===== src/rtl/audio_sample_scheduler.sv =====
// Byte FIFO between a serial deserializer and a PWM sample stage.
// Releases one byte per sample tick once prefilled, with flow control.
module audio_sample_scheduler #(
  parameter int SAMPLE_DIV  = 3125,
  parameter int DEPTH       = 16,
  parameter int START_LEVEL = 8,
  parameter int HIGH_WATER  = 12
) (
  input  logic                     clk,
  input  logic                     reset,
  input  logic                     in_valid,
  input  logic [7:0]               in_data,
  input  logic                     enable,
  output logic [7:0]               sample,
  output logic                     sample_strobe,
  output logic [$clog2(DEPTH):0]   level,
  output logic                     cts,
  output logic                     playing,
  output logic                     underrun,
  output logic                     overrun
);

  localparam int AW = $clog2(DEPTH);
  localparam int LW = AW + 1;
  localparam int CW = $clog2(SAMPLE_DIV);
  localparam logic [7:0] MID = 8'h80;

  typedef enum logic {FILL, PLAY} state_t;

  state_t          state;
  logic [CW-1:0]   cnt;
  logic [AW-1:0]   wr_ptr;
  logic [AW-1:0]   rd_ptr;
  logic [7:0]      mem [DEPTH];

  logic            tick;
  logic            full;
  logic            pop;
  logic            push;
  logic            drop;
  logic [LW-1:0]   level_nx;

  always_comb begin
    tick = (cnt == CW'(SAMPLE_DIV - 1));
    full = (level == LW'(DEPTH));
    pop  = (state == PLAY) && enable && tick
           && (level != '0);
    // a pop in the same cycle frees the slot
    push = in_valid && (!full || pop);
    drop = in_valid && full && !pop;
    level_nx = level;
    unique case ({push, pop})
      2'b10:   level_nx = level + LW'(1);
      2'b01:   level_nx = level - LW'(1);
      default: level_nx = level;
    endcase
  end

  always_ff @(posedge clk) begin
    if (push && !reset) mem[wr_ptr] <= in_data;
  end

  always_ff @(posedge clk) begin
    if (reset) begin
      state         <= FILL;
      cnt           <= '0;
      wr_ptr        <= '0;
      rd_ptr        <= '0;
      level         <= '0;
      sample        <= MID;
      sample_strobe <= 1'b0;
      cts           <= 1'b1;
      playing       <= 1'b0;
      underrun      <= 1'b0;
      overrun       <= 1'b0;
    end else begin
      cnt           <= tick ? '0 : cnt + CW'(1);
      sample_strobe <= 1'b0;
      if (push) wr_ptr <= wr_ptr + AW'(1);
      if (pop)  rd_ptr <= rd_ptr + AW'(1);
      if (drop) overrun <= 1'b1;
      level <= level_nx;
      cts   <= (level_nx < LW'(HIGH_WATER));
      unique case (state)
        FILL: begin
          if (enable && level >= LW'(START_LEVEL)) begin
            state   <= PLAY;
            playing <= 1'b1;
          end
        end
        PLAY: begin
          if (!enable) begin
            state         <= FILL;
            playing       <= 1'b0;
            sample        <= MID;
            sample_strobe <= 1'b1;
          end else if (tick) begin
            sample_strobe <= 1'b1;
            if (level == '0) begin
              state    <= FILL;
              playing  <= 1'b0;
              underrun <= 1'b1;
              sample   <= MID;
            end else begin
              sample <= mem[rd_ptr];
            end
          end
        end
        default: state <= FILL;
      endcase
    end
  end

endmodule


===== config.mk =====
export PLATFORM = sky130hd
export DESIGN_NAME = audio_sample_scheduler
export DESIGN_NICKNAME = d
export VERILOG_FILES = /design/src/rtl/audio_sample_scheduler.sv
export SDC_FILE = /design/constraint.sdc
export NUM_CORES = 1
export LEC_CHECK = 0
export CORE_AREA = 2 2 124 151
export CTS_BUF_LIST = sky130_fd_sc_hd__clkbuf_4 sky130_fd_sc_hd__clkbuf_8
export DETAILED_ROUTE_END_ITERATION = 10
export DIE_AREA = 0 0 126 153
export HOLD_SLACK_MARGIN = 0.15
export REMOVE_ABC_BUFFERS = 1
export SLEW_MARGIN = 20
export SYNTH_ARGS = -nofsm -noshare
export SYNTH_HDL_FRONTEND = slang
export SYNTH_SLANG_ARGS = --single-unit

===== constraint.sdc =====
create_clock -name clk -period 4.1 [get_ports clk]
set_clock_uncertainty 0.1 [all_clocks]
set_input_delay 0.82 -clock clk [delete_from_list [all_inputs] [get_ports clk]]
set_output_delay 0.82 -clock clk [all_outputs]
set_load 0.02 [all_outputs]

**Floorplan with the power grid**

Bar = 50 um. Pins as bars on the die edge.
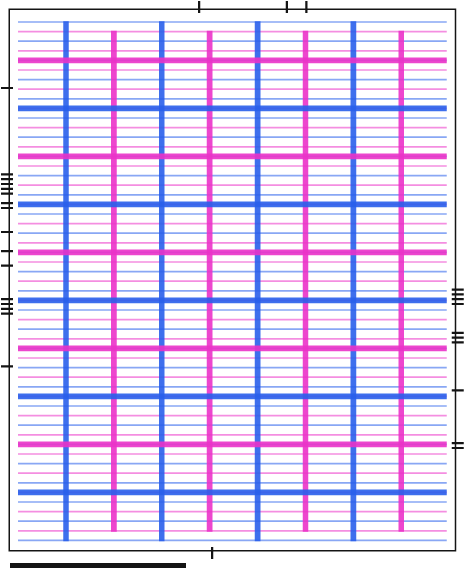
Key: VSS = blue; VDD = magenta
30 signal pins sit on the boundary. 55 met1 rails follow the rows. The core has 54 rows. 10 straps on met5. 8 straps on met4.

**Clock wires, drivers and flops**

Bar = 50 um.
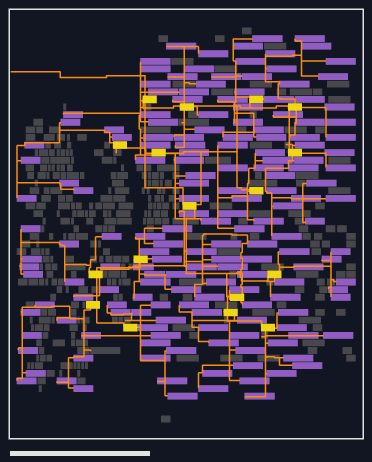
Key: flip-flops = purple [count 171]; cells driving clock nets = yellow [count 17]; clock wires = orange [length 1950 um]
There are 18 routed clock nets. Position of the flops: spread over the die.

**Cell outlines without signal wires**

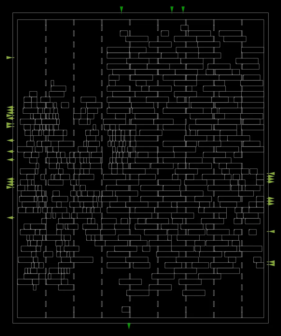
number of tap cells added at floorplan: 224
number of fill cells: 1581
area of the core: 17840 sq um

**Wiring by layer**

Only two layers are drawn.
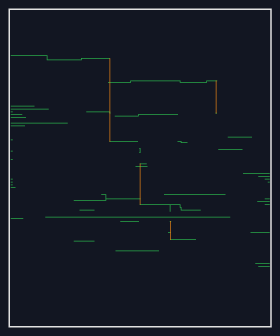
Key: met3 = green [wire length 592 um]; met4 = orange [wire length 84.3 um]

**Placement by cell class**

Bar = 50 um.
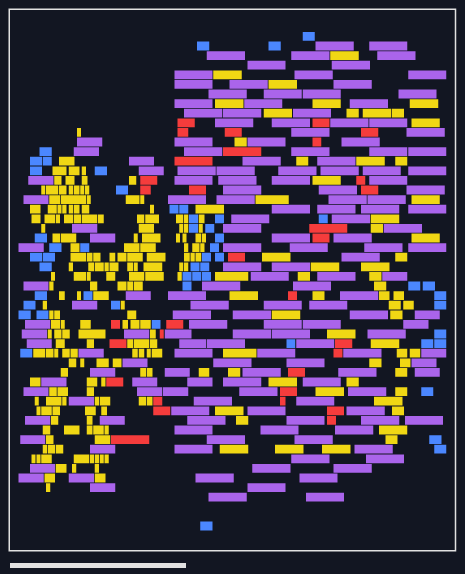
Key: other buffers and delay cells = blue [cells 52, share of their area 5.9%]; flip-flops = purple [cells 171, share of their area 60%]; all other logic = yellow [cells 237, share of their area 28%]; clock drivers and dummy loads = red [cells 32, share of their area 5.5%]

==> out/results.md <==
| Group | Parameter | Reported |
| --- | --- | --- |
| sta | Transition time of the tightest slew-check pin | 908.2 ps |
| logic synthesis | Synth Seq Share | 0.6712 |
| route | Total Wirelength | 13750 um |
| sta | Normalized max-slew margin | 0.3945 |
| logic synthesis | Warning count from the yosys run | 0 |
| sta | Count of final setup violators | 0 |
| place | RePlAce Congestion | 0.7718 |
| clock network | Number of levels the H-tree was split into | 4 |
| critical path | Crit-path max cell delay | 520 ps |
| logic synthesis | Share of flip-flops with an asynchronous set or reset after synthesis | 0 |
| sta | Max-slew violation total from the final report | 0 |
| logic synthesis | Post-synthesis instance area | 7009 sq um |
| layout | Filler-free cell count of the finished design | 716 |
| layout | Most frequent logic cell in the layout | edfxtp_1 |
| place | Placement Cell Area | 7650 sq um |
| pwr | Leakage power | 2.637 nW |
| die | Num rows | 54 |
| sta | Post-Route Setup TNS | 0 ps |
| clock network | Clock Sink Count | 171 |
| logic synthesis | Number of distinct standard cells referenced by the synthesized netlist | 57 |
| pwr | Power density over the cells | 404.5 nW/um^2 |
| critical path | CP cell instances | or3_1 -> or3_1 -> o21ai_1 -> ha_1 -> inv_1 -> fa_1 -> nor2b_1 -> o22ai_1 -> a2111oi_0 -> a221oi_1 |
| pwr | IR Drop Worst-Case VDD | 0.1761 mV |
| sta | Setup repair after global routing missed its margin | false |
| layout | Number of inserted diodes | 0 |
| layout | Count of nets after finishing | 503 |
| critical path | FF-to-FF Start | level[0] |
| sta | Post-Route Hold Slack | 361.2 ps |
| hold path | Hold depth | 2 |
| die | Area of the die | 19280 sq um |
| place | Dpl cells | 684 |
| clock network | Clock-pin transition on the worst setup and hold timing paths | 80 ps |
| layout | Area delta synth->final | 15.32% |
| hold path | Worst min-delay path category | flip-flop to flip-flop |
| clock network | Buffer type at the clock tree root | clkbuf_8 |
| logic synthesis | Most used flip-flop cell | edfxtp_1 |
| sta | Maximum achievable frequency | 0.2885 GHz |
| logic synthesis | Gate count of the mapped netlist | 430 |
| route | Drt drc | 0 |
| clock network | Maximum root-to-sink buffer count | 2 |
| critical path | Class of the most critical setup path | flip-flop to flip-flop |
| route | Detailed-route wire length per cell | 19.21 um |
| critical path | Required @ worst endpoint | 4310 ps |
| layout | Number of flip-flops under the largest register name | 128 |
| layout | Largest contributor to cell area by class | sequential cells |
| die | Die height | 153 um |
| critical path | Reg2Reg Capture Point | cts |
| logic synthesis | Dominant cells by area after synthesis | edfxtp_1 55%, dfxtp_1 12%, mux4_2 9.6% |
| logic synthesis | Flip-flop and latch count after synthesis | 171 |
| sta | Clock period minus worst slack | 3466 ps |
| critical path | R2R depth | 10 |
| place | Number of buffers inserted by port buffering | 29 |
| route | Detailed-router iteration count before antenna repair | 4 |
| layout | Top library cells by usage in the layout, fill and taps aside | 128 x edfxtp_1, 41 x dfxtp_1, 39 x nor2_1, 30 x mux4_2, 29 x clkdlybuf4s50_1 |
| layout | Count of non-CTS inverters in the layout | 16 |
| critical path | Biggest fanout along the worst timing path | 8 |
| layout | Logic Gate Count | 221 |
| route | Iteration-0 DRC Markers | 314 |
| logic synthesis | Number of flops mapped to enable cells by yosys | 128 |
| clock network | Latest clock arrival within the worst-skew pair | 450 ps |
| clock network | Clock tree from TritonCTS | built |
| layout | Largest registers in the final layout | mem: 128 flops, cnt: 12 flops, sample: 8 flops |
| layout | Finished layout cell area | 8083 sq um |
| global route | Grt total ovfl | 0 |
| layout | Clock tree buffer count of the final layout | 21 |
| critical path | Critical-path cell with the highest stage delay | a2111oi_0 |
| layout | Portion of the layout cell area used by non-clock buffers | 0.05728 |
| logic synthesis | Synth area leader | edfxtp_1 |
| run status | Run status | finished clean |
| critical path | Startpoint kind of the worst setup timing path | flip-flop |
| layout | Register Area | 4707 sq um |
| logic synthesis | Library cell with the highest instance count after synthesis | edfxtp_1 |
| critical path | Worst setup path start | level[0] |
| logic synthesis | Top cell type's share of synthesized area | 0.5484 |
| layout | Clock-cell share | 0.05356 |
| job | Number of warnings in the stage logs | 29 |
| sta | Fin crit share | 0.8454 |
| layout | Multi-input logic area | 2140 sq um |
| clock network | Number of post-CTS setup repair buffers | 0 |
| logic synthesis | Synth top cells by count | 128 x edfxtp_1, 43 x dfxtp_1, 39 x nor2_1 |
| die | Horiz. Die Dim | 126 um |
| clock network | TritonCTS buffer count | 17 |
| layout | Sequential cells | 171 |
| place | Detailed placer's ending HPWL | 8917 um |
| critical path | Critical Path Sink | cts |
| critical path | Cell with the most instances on the worst path | or3_1 |
| global route | Wire length of the first global-routing pass | 21930 um |
| global route | Overall track demand over capacity in global routing | 0.1501 |
| job | Count of max-cap constraint violations | 0 |
| route | Vias per inst | 5.295 |
| die | Boundary pin count | 30 |
| logic synthesis | Average size of a mapped cell | 16.30 sq um |
| route | DR vias | 3791 |
| route | Final antenna-violating net count | 0 |
| layout | Multi-input combinational area share | 0.2647 |
| global route | Antenna violations before repair | 0 |
| critical path | CP endpoint kind | flip-flop |
==> critical path: cells and delay by family (launching register included) <==
kind            cells  cell delay (ps)
simple gates        3             1130
compound gates      4              930
fa+ha+maj           2              690
flops               1              370
buf+inv             1              100
==> layer usage <==
layer	global-route usage	wire, um	vias to the layer above	share of wire
met1	0.1837	5844	1933	0.42
met2	0.2614	7230	68	0.53
met4	0.04343	84	0	0.0061
li1	-	-	1780	-
met3	0.03955	591	10	0.043
met5	0	0	-	0
==> metrics by stage <==
stage | total power, mW | util | setup WS [ps]
2_1_floorplan | 1.969 | - | 844.0
3_3_place_gp | 2.027 | 0.4289 | 345.7
3_5_place_dp | 2.033 | 0.4289 | 181.5
4_1_cts | 3.311 | 0.4531 | 626.8
5_1_grt | 3.384 | 0.4531 | 266.8
6_report | 3.270 | 0.4531 | 633.9
==> how the worst min path moves through the flow <==
stage,to,from,slack [ps]
finish,sample[7],sample[7],360
global route,sample[7],sample[7],390
CTS,sample[7],sample[7],370
detailed placement,sample[7],sample[7],350
global placement,sample[7],sample[7],340
floorplan,flip-flop,rd_ptr[3],350
==> where the power goes <==
group / total [mW] / leakage (nW) / internal (mW) / switching (mW)
clock network: 1.28 / 0.212 / 0.690 / 0.589
logic: 0.110 / 0.923 / 0.0411 / 0.0686
registers: 1.88 / 1.50 / 1.87 / 0.0111
total: 3.27 / 2.64 / 2.60 / 0.669
==> logic make-up after synthesis <==
logic type               count (synthesis)  share of synthesized area
AND-OR/OR-AND                           49                    0.05444
XOR/XNOR                                12                    0.01499
adder cells (fa/ha/maj)                 12                    0.02249
buffers and inverters                   38                    0.02356
flip-flops                             171                     0.6712
multiplexers                            57                     0.1423
AND/OR/NAND/NOR                         91                    0.07105
Power and IR drop assume default switching activity.
